`src/rtl/eth_miim_sequencer.sv`:
```
// eth_miim_sequencer
// Runs one Clause-22 MDIO management frame per accepted Start request and
// feeds BitCounter/ShiftedBit/InProgress/WriteOp to eth_outputcontrol.
// BitCounter advances on MdcEn_n. Mdi is sampled on MdcEn through a short
// delay line that models when each counted bit actually reaches the pin.
//
// Handshake: Start is a one-Clk request. It is taken only while Busy=0 and
// Done=0. Busy stays high from the accepting edge until the edge that
// raises Done. Done is high for exactly one Clk. Requests that are not
// taken are dropped, never queued.
module eth_miim_sequencer #(
  parameter int RD_LAT = 2
) (
  input  logic        Clk,
  input  logic        Reset,
  input  logic        MdcEn_n,
  input  logic        MdcEn,
  input  logic        Start,
  input  logic        WriteOpIn,
  input  logic        NoPre,
  input  logic [4:0]  PhyAddr,
  input  logic [4:0]  RegAddr,
  input  logic [15:0] WrData,
  input  logic        Mdi,
  output logic        Busy,
  output logic        InProgress,
  output logic        WriteOp,
  output logic [6:0]  BitCounter,
  output logic        ShiftedBit,
  output logic [15:0] RdData,
  output logic        Done,
  output logic [1:0]  DbgState
);

  localparam int DW = $clog2(RD_LAT + 2);

  typedef enum logic [1:0] {
    S_IDLE  = 2'd0,
    S_RUN   = 2'd1,
    S_DRAIN = 2'd2
  } state_t;

  state_t        r_state, w_state_nxt;
  logic          r_busy, w_busy_nxt;
  logic          r_inprog, w_inprog_nxt;
  logic          r_wop, w_wop_nxt;
  logic [31:0]   r_frame, w_frame_nxt;
  logic [6:0]    r_bc, w_bc_nxt;
  logic          r_sbit, w_sbit_nxt;
  logic [15:0]   r_rddata, w_rddata_nxt;
  logic          r_done, w_done_nxt;
  logic [DW-1:0] r_drain, w_drain_nxt;
  logic [15:0]   r_shadow;

  // Pin-timing delay line: counter value plus "bit is a frame bit" flag
  logic [6:0]    r_dly_cnt [RD_LAT];
  logic          r_dly_vld [RD_LAT];

  logic [4:0]    w_bit_idx;
  logic [6:0]    w_dly_c;
  logic          w_cap_en;

  // Frame word is indexed from the top: BitCounter 32 -> F[31], 63 -> F[0]
  assign w_bit_idx = 5'd31 - r_bc[4:0];

  // Read data field occupies delayed counts 48..63 -> shadow[15..0]
  assign w_dly_c  = r_dly_cnt[RD_LAT-1];
  assign w_cap_en = MdcEn && !r_wop && r_dly_vld[RD_LAT-1] &&
                    (w_dly_c[6:4] == 3'b011);

  // State register and all FSM-owned outputs
  always_ff @(posedge Clk) begin
    if (Reset) begin
      r_state  <= S_IDLE;
      r_busy   <= 1'b0;
      r_inprog <= 1'b0;
      r_wop    <= 1'b0;
      r_frame  <= '0;
      r_bc     <= '0;
      r_sbit   <= 1'b0;
      r_rddata <= '0;
      r_done   <= 1'b0;
      r_drain  <= '0;
    end else begin
      r_state  <= w_state_nxt;
      r_busy   <= w_busy_nxt;
      r_inprog <= w_inprog_nxt;
      r_wop    <= w_wop_nxt;
      r_frame  <= w_frame_nxt;
      r_bc     <= w_bc_nxt;
      r_sbit   <= w_sbit_nxt;
      r_rddata <= w_rddata_nxt;
      r_done   <= w_done_nxt;
      r_drain  <= w_drain_nxt;
    end
  end

  // Next-state logic: accept, step on MdcEn_n, drain the pin pipeline, finish
  always_comb begin
    w_state_nxt  = r_state;
    w_busy_nxt   = r_busy;
    w_inprog_nxt = r_inprog;
    w_wop_nxt    = r_wop;
    w_frame_nxt  = r_frame;
    w_bc_nxt     = r_bc;
    w_sbit_nxt   = r_sbit;
    w_rddata_nxt = r_rddata;
    w_done_nxt   = 1'b0;
    w_drain_nxt  = r_drain;
    unique case (r_state)
      S_IDLE: begin
        // The Done cycle still counts as busy for request purposes
        if (Start && !r_done) begin
          w_state_nxt  = S_RUN;
          w_busy_nxt   = 1'b1;
          w_inprog_nxt = 1'b1;
          w_wop_nxt    = WriteOpIn;
          w_frame_nxt  = {2'b01, (WriteOpIn ? 2'b01 : 2'b10), PhyAddr, RegAddr,
                          (WriteOpIn ? 2'b10 : 2'b00), WrData};
          w_bc_nxt     = NoPre ? 7'd32 : 7'd0;
          w_sbit_nxt   = 1'b0;
          w_drain_nxt  = '0;
        end
      end
      S_RUN: begin
        if (MdcEn_n) begin
          // Bit shown lags the counter by one event to match the output stage
          w_sbit_nxt = r_bc[5] ? r_frame[w_bit_idx] : 1'b0;
          if (r_bc == 7'd63) begin
            w_inprog_nxt = 1'b0;
            w_state_nxt  = S_DRAIN;
          end else begin
            w_bc_nxt = r_bc + 7'd1;
          end
        end
      end
      S_DRAIN: begin
        if (MdcEn_n) begin
          w_sbit_nxt = 1'b0;
          if (r_drain == DW'(RD_LAT)) begin
            if (!r_wop) w_rddata_nxt = r_shadow;
            w_done_nxt  = 1'b1;
            w_busy_nxt  = 1'b0;
            w_bc_nxt    = 7'd0;
            w_state_nxt = S_IDLE;
          end else begin
            w_drain_nxt = r_drain + DW'(1);
          end
        end
      end
      default: w_state_nxt = S_IDLE;
    endcase
  end

  // Delay line: shifts on each advance while a frame is active
  always_ff @(posedge Clk) begin
    if (Reset) begin
      for (int i = 0; i < RD_LAT; i++) begin
        r_dly_cnt[i] <= '0;
        r_dly_vld[i] <= 1'b0;
      end
    end else if (MdcEn_n && (r_state != S_IDLE)) begin
      r_dly_cnt[0] <= r_bc;
      r_dly_vld[0] <= (r_state == S_RUN);
      for (int i = 1; i < RD_LAT; i++) begin
        r_dly_cnt[i] <= r_dly_cnt[i-1];
        r_dly_vld[i] <= r_dly_vld[i-1];
      end
    end
  end

  // Read shadow: Mdi sampled against the pre-advance delayed count
  always_ff @(posedge Clk) begin
    if (Reset) begin
      r_shadow <= '0;
    end else if (w_cap_en) begin
      r_shadow[~w_dly_c[3:0]] <= Mdi;
    end
  end

  assign Busy       = r_busy;
  assign InProgress = r_inprog;
  assign WriteOp    = r_wop;
  assign BitCounter = r_bc;
  assign ShiftedBit = r_sbit;
  assign RdData     = r_rddata;
  assign Done       = r_done;
  assign DbgState   = r_state;

endmodule

```
`config.mk`:
```
export PLATFORM = sky130hd
export DESIGN_NAME = eth_miim_sequencer
export DESIGN_NICKNAME = d
export VERILOG_FILES = /design/src/rtl/eth_miim_sequencer.sv
export SDC_FILE = /design/constraint.sdc
export NUM_CORES = 1
export LEC_CHECK = 0
export ABC_AREA = 1
export CAP_MARGIN = 20
export CORE_MARGIN = 4
export CORE_UTILIZATION = 51
export CTS_BUF_LIST = sky130_fd_sc_hd__clkbuf_4
export DETAILED_ROUTE_END_ITERATION = 12
export GPL_TIMING_DRIVEN = 0
export PLACE_DENSITY = 0.85
export SLEW_MARGIN = 20
export SYNTH_ARGS = -nofsm -noshare
export SYNTH_HDL_FRONTEND = slang
export SYNTH_SLANG_ARGS = --single-unit
```
`constraint.sdc`:
```
create_clock -name Clk -period 3.1 [get_ports Clk]
set_clock_uncertainty 0.2 [all_clocks]
set_input_delay 0.62 -clock Clk [delete_from_list [all_inputs] [get_ports Clk]]
set_output_delay 0.62 -clock Clk [all_outputs]
set_load 0.01 [all_outputs]
```
==> run summary <==
Implementation progress

The core footprint stands at 7410 sq um. The number of buffer cells added on primary ports stands at 62. In this run, power in the clock network comes to 758 uW.

Per the final layout report, the fraction of cells sized above drive strength 1 comes to between 6 and 7%. The fraction of cell area in sequential cells is reported as 40.8%. Per the gpl log, the routability congestion estimate is 0.866. The combinational fraction of design power stands at 17.5%. Per the synthesis report, the XOR/XNOR share of the synthesized area is 0%. The average wire per cell in the routed design stands at 14.0 um. Clock buffers in the final layout number 9. Summing all flip-flop and latch instances after layout gives 2000 sq um. The depth of the worst hold-timing path stands at 2. The net count after synthesis is 563.

Per STA, the highest per-stage delay on the worst path measures around 600 ps. The clock tree synthesis step divided the H-tree into 3 levels. The routed design could run at a clock period as short as 2440 ps.

In the synthesized netlist, the dominant kind of combinational cell is simple AND/OR/NAND/NOR gates. In this run the top signal layer used is met4. The largest fanout on the critical path stands at 6.

After synthesis the cells add up to 3990 sq um. Dividing the final minimum period by the clock period gives 78.7%. Across all setup checks in the final design, the least slack found is approximately 660 ps. For this run, the detailed router reports a per-instance via density of 5.29. The run finished with clean final reports. The cell type that accounts for the most area after synthesis is dfxtp_1. The fraction of power consumed by the clock network stands at 29.9%. Among all cell classes, the greatest summed area belongs to sequential cells. STA classifies the critical path endpoint as an output port. The number of cells on the worst reg-to-reg path is 9. The number of antenna diodes in the final layout is 0. Per the layout area report, the combinational gate area comes to 1680 sq um. The number of cells produced by synthesis stands at 523.

The post-synth register bit count is ~92. The post-synth area from yosys stat stands at 3990 sq um. The count of flip-flops with a built-in enable after synthesis stands at 16.

The area share of and/or/nand/nor cells after synthesis stands at between 20% and 30%. After detailed routing, the met3 layer carries roughly 760 um of wire. The leakage component of the power was reported as 0.00199 uW. TritonCTS built the clock tree. The floorplan die area stands at around 9300 sq um.

The total cell area at the placement stage stands at 4740 sq um. The sequential power share stands at 52.5%. The slack of the worst reg-to-reg path stands at 800 ps.

Yosys reports that the leading cell type by area covers 38.1% of the netlist area. In this run the deepest clock path goes through 2 buffers. The kind of cell with the highest combined delay along the critical path is buffers and inverters. Setup repair after global routing left no endpoint under its margin. The share of synthesized cell area in full adder, half adder and majority cells stands at approximately 1.9%. The script parses the final routing iteration and logs DRC violations as 0.

The final report lists a non-filler cell total of 700. In this run the layout overhead on the synthesized area is reported as 22.9%. The required time of the critical path stands at 2280 ps.

The fraction of the mapped netlist area in compound gates stands at between 10% and 20%. The number of well taps stands at 99. For reference, the critical path is launched at r_frame[28]$_SDFFE_PP0P_.

The final hold violation count stands at 0. The startpoint identified for the worst hold timing path is r_frame[20]$_SDFFE_PP0P_. The net switching component of the power stands at 745 uW. The synthesis report names the predominant flop master as dfxtp_1. The tightest hold path in the finished design has a slack of 264 ps. The switching portion of total power stands at 29.4%. The standard-cell row count stands at 31.

The final global-route overflow total stands at 0. Per the STA report, the cell with the highest stage delay on the worst path is clkdlybuf4s50_1. The finished cells cover 4900 sq um.

For this block, the via count after detailed routing is about 3.7k. Detailed placement finished with a half-perimeter wire length of 7130 um. The sequential group power stands at 1330 uW. In the per-layer breakdown of the detailed-route log, met1 shows 3970 um.

The clock tree cell share of total cell area stands at 3.34%. The sequential-to-total area share from yosys stat stands at between 50% and 60%. The share of cell area taken by multi-input logic gates stands at 34.4%.

Yosys attributes the largest share of cell area to dfxtp_1 38%, edfxtp_1 12%, nor2_1 8.1%. The first global-routing pass estimated 15400 um of wire. CTS added clock buffers totalling 9. Buffers added to address setup during post-CTS repair amount to 0. The non-clock buffer contribution to total cell area stands at between 10% and 20%. The count of warnings emitted by yosys stands at 0. The logs give a warning total of 29.

For the worst setup path, the data arrival time is 1620 ps. 351 cells are multi-input combinational gates. Across all checked pins, the minimum headroom to the slew limit is a little under half. After synthesis, the share of cell area in mux cells is 0%. The vertical die dimension reported for this design is 96.5 um. The total I/O pin count stands at 64. The number of buffers inserted by hold repair at cts stands at 0.

The finished layout reports a core utilization of 66.2%. Max-cap violations in this run came to 0. Clock tree synthesis selected as its root buffer the cell clkbuf_4. The final number of setup-violating endpoints stands at 0.

Per the OpenROAD floorplan log, the width of the die is 96.5 um. Per the detailed-route log, wirelength across all metal layers totals between 9000 and 10000 um. In this run, distinct cell masters in the synthesized netlist total 28. The total cells reported by yosys after synthesis stands at 523. The initial antenna violation count came to 0. At the later pin of the worst-skew pair, clock insertion delay measures around 450 ps. Before placement the cells fill approximately 54% of the core. For reference, the most critical setup path is categorized as reg -> out. In the final layout, excluding clock inverters the inverter count is 59. After synthesis, the share of flip-flops with an asynchronous set or reset is 0%.
## through the flow
step / power [uW] / setup TNS [ps]
after floorplan: 1620 / 0
after global placement: 1770 / -3380
after detailed placement: 1790 / 0
after CTS: 2530 / 0
after global routing: 2640 / 0
final: 2530 / 0
## sequential cells by signal (all words and copies together) (netlist names)
name and cells:
r_frame 29, RdData 16, r_shadow 16, r_dly_cnt 14, BitCounter 7, DbgState 2, r_dly_vld 2, r_drain 2
Busy 1, Done 1, InProgress 1, ShiftedBit 1
## cell usage in the layout (no fill, tap or decap), drive strengths merged
master,instances
a211oi,1
a21oi,54
buf,7
bufinv,2
clkbuf,23
clkdlybuf4s50,62
clkinv,2
dfxtp,76
edfxtp,16
ha,6
inv,62
nand2,87
nand3,35
nand4,1
nor2,88
nor3,13
nor3b,4
nor4,2
o21ai,56
o21bai,4
## worst max-delay path by stage
| stage | to | slack (ps) | cells past startpoint |
|---|---|---|---|
| after floorplan | r_dly_cnt[0][0]$_SDFFCE_PN0P_ | 550 | 3 |
| after global placement | r_dly_cnt[0][10]$_SDFFCE_PN0P_ | -210 | 3 |
| after detailed placement | r_frame[11]$_SDFFE_PP0P_ | 570 | 6 |
| after CTS | WriteOp | 650 | 1 |
| after global routing | WriteOp | 610 | 1 |
| final | WriteOp | 660 | 1 |
## routing by layer
metal / GRT usage, % / up-vias
met3: 4.88 / 26
met2: 37.5 / 162
met1: 25.0 / 1665
met4: 10.2 / 0
met5: 0 / -
li1: - / 1851
## cell usage after synthesis (all sizes together) (6+ instances only)
cell / number
buf: 7
dfxtp: 76
nor3: 13
edfxtp: 16
clkbuf: 14
nand3: 35
nand2: 87
nor2: 88
ha: 6
a21oi: 54
o21ai: 56
inv: 59
==> images/congestion_map.png <==
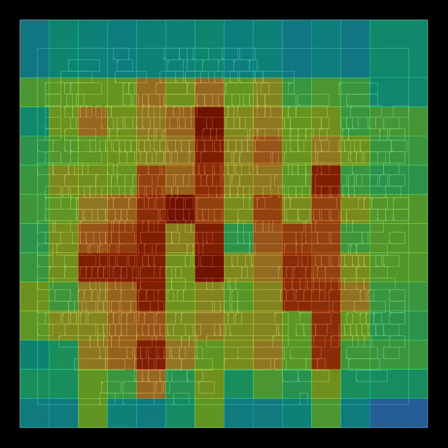
GRT busiest layer: met2
global routing met2 resource utilization: 37.5%

==> images/floorplan.png <==
Scale: 4 px per um. Pins as bars on the die edge.
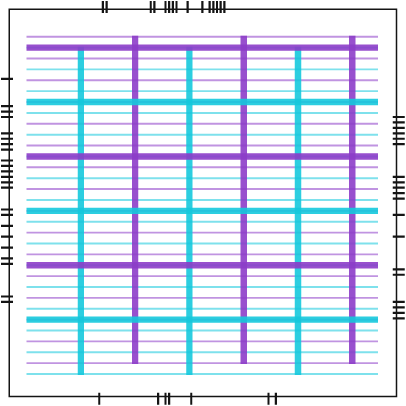
legend:
  cyan:
    net: VSS
  purple:
    net: VDD
met5 straps: 6
met1 rails: 32
met4 straps: 6

==> images/ff_map.png <==
Scale: 4 px per um. Other sequential cells in the stronger grey, the rest of the logic in the fainter grey.
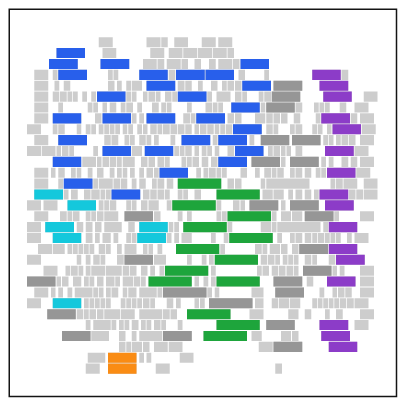
legend:
  green:
    signal: r_dly_cnt
    flops: 14
  orange:
    signal: r_drain
    flops: 2
  cyan:
    signal: BitCounter
    flops: 7
    where: left middle
  blue:
    signal: r_frame
    flops: 29
  purple:
    signal: RdData
    flops: 16

==> images/clock_wires.png <==
Scale: 6 px per um.
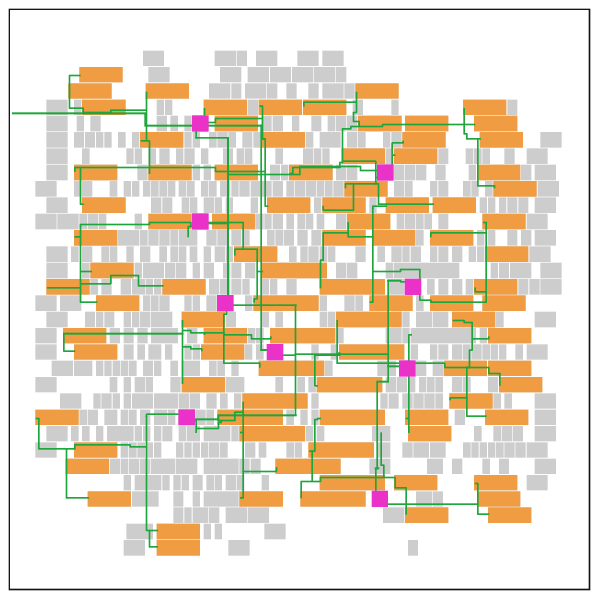
legend:
  orange:
    item: flip-flops
    count: 92
  green:
    item: clock wires
    length: 1020 um
  magenta:
    item: clock-net drivers
    count: 9
flops lie: spread over the die
routed clock nets: 10

Power figures rest on the tool's default switching activity, not on a simulated workload.
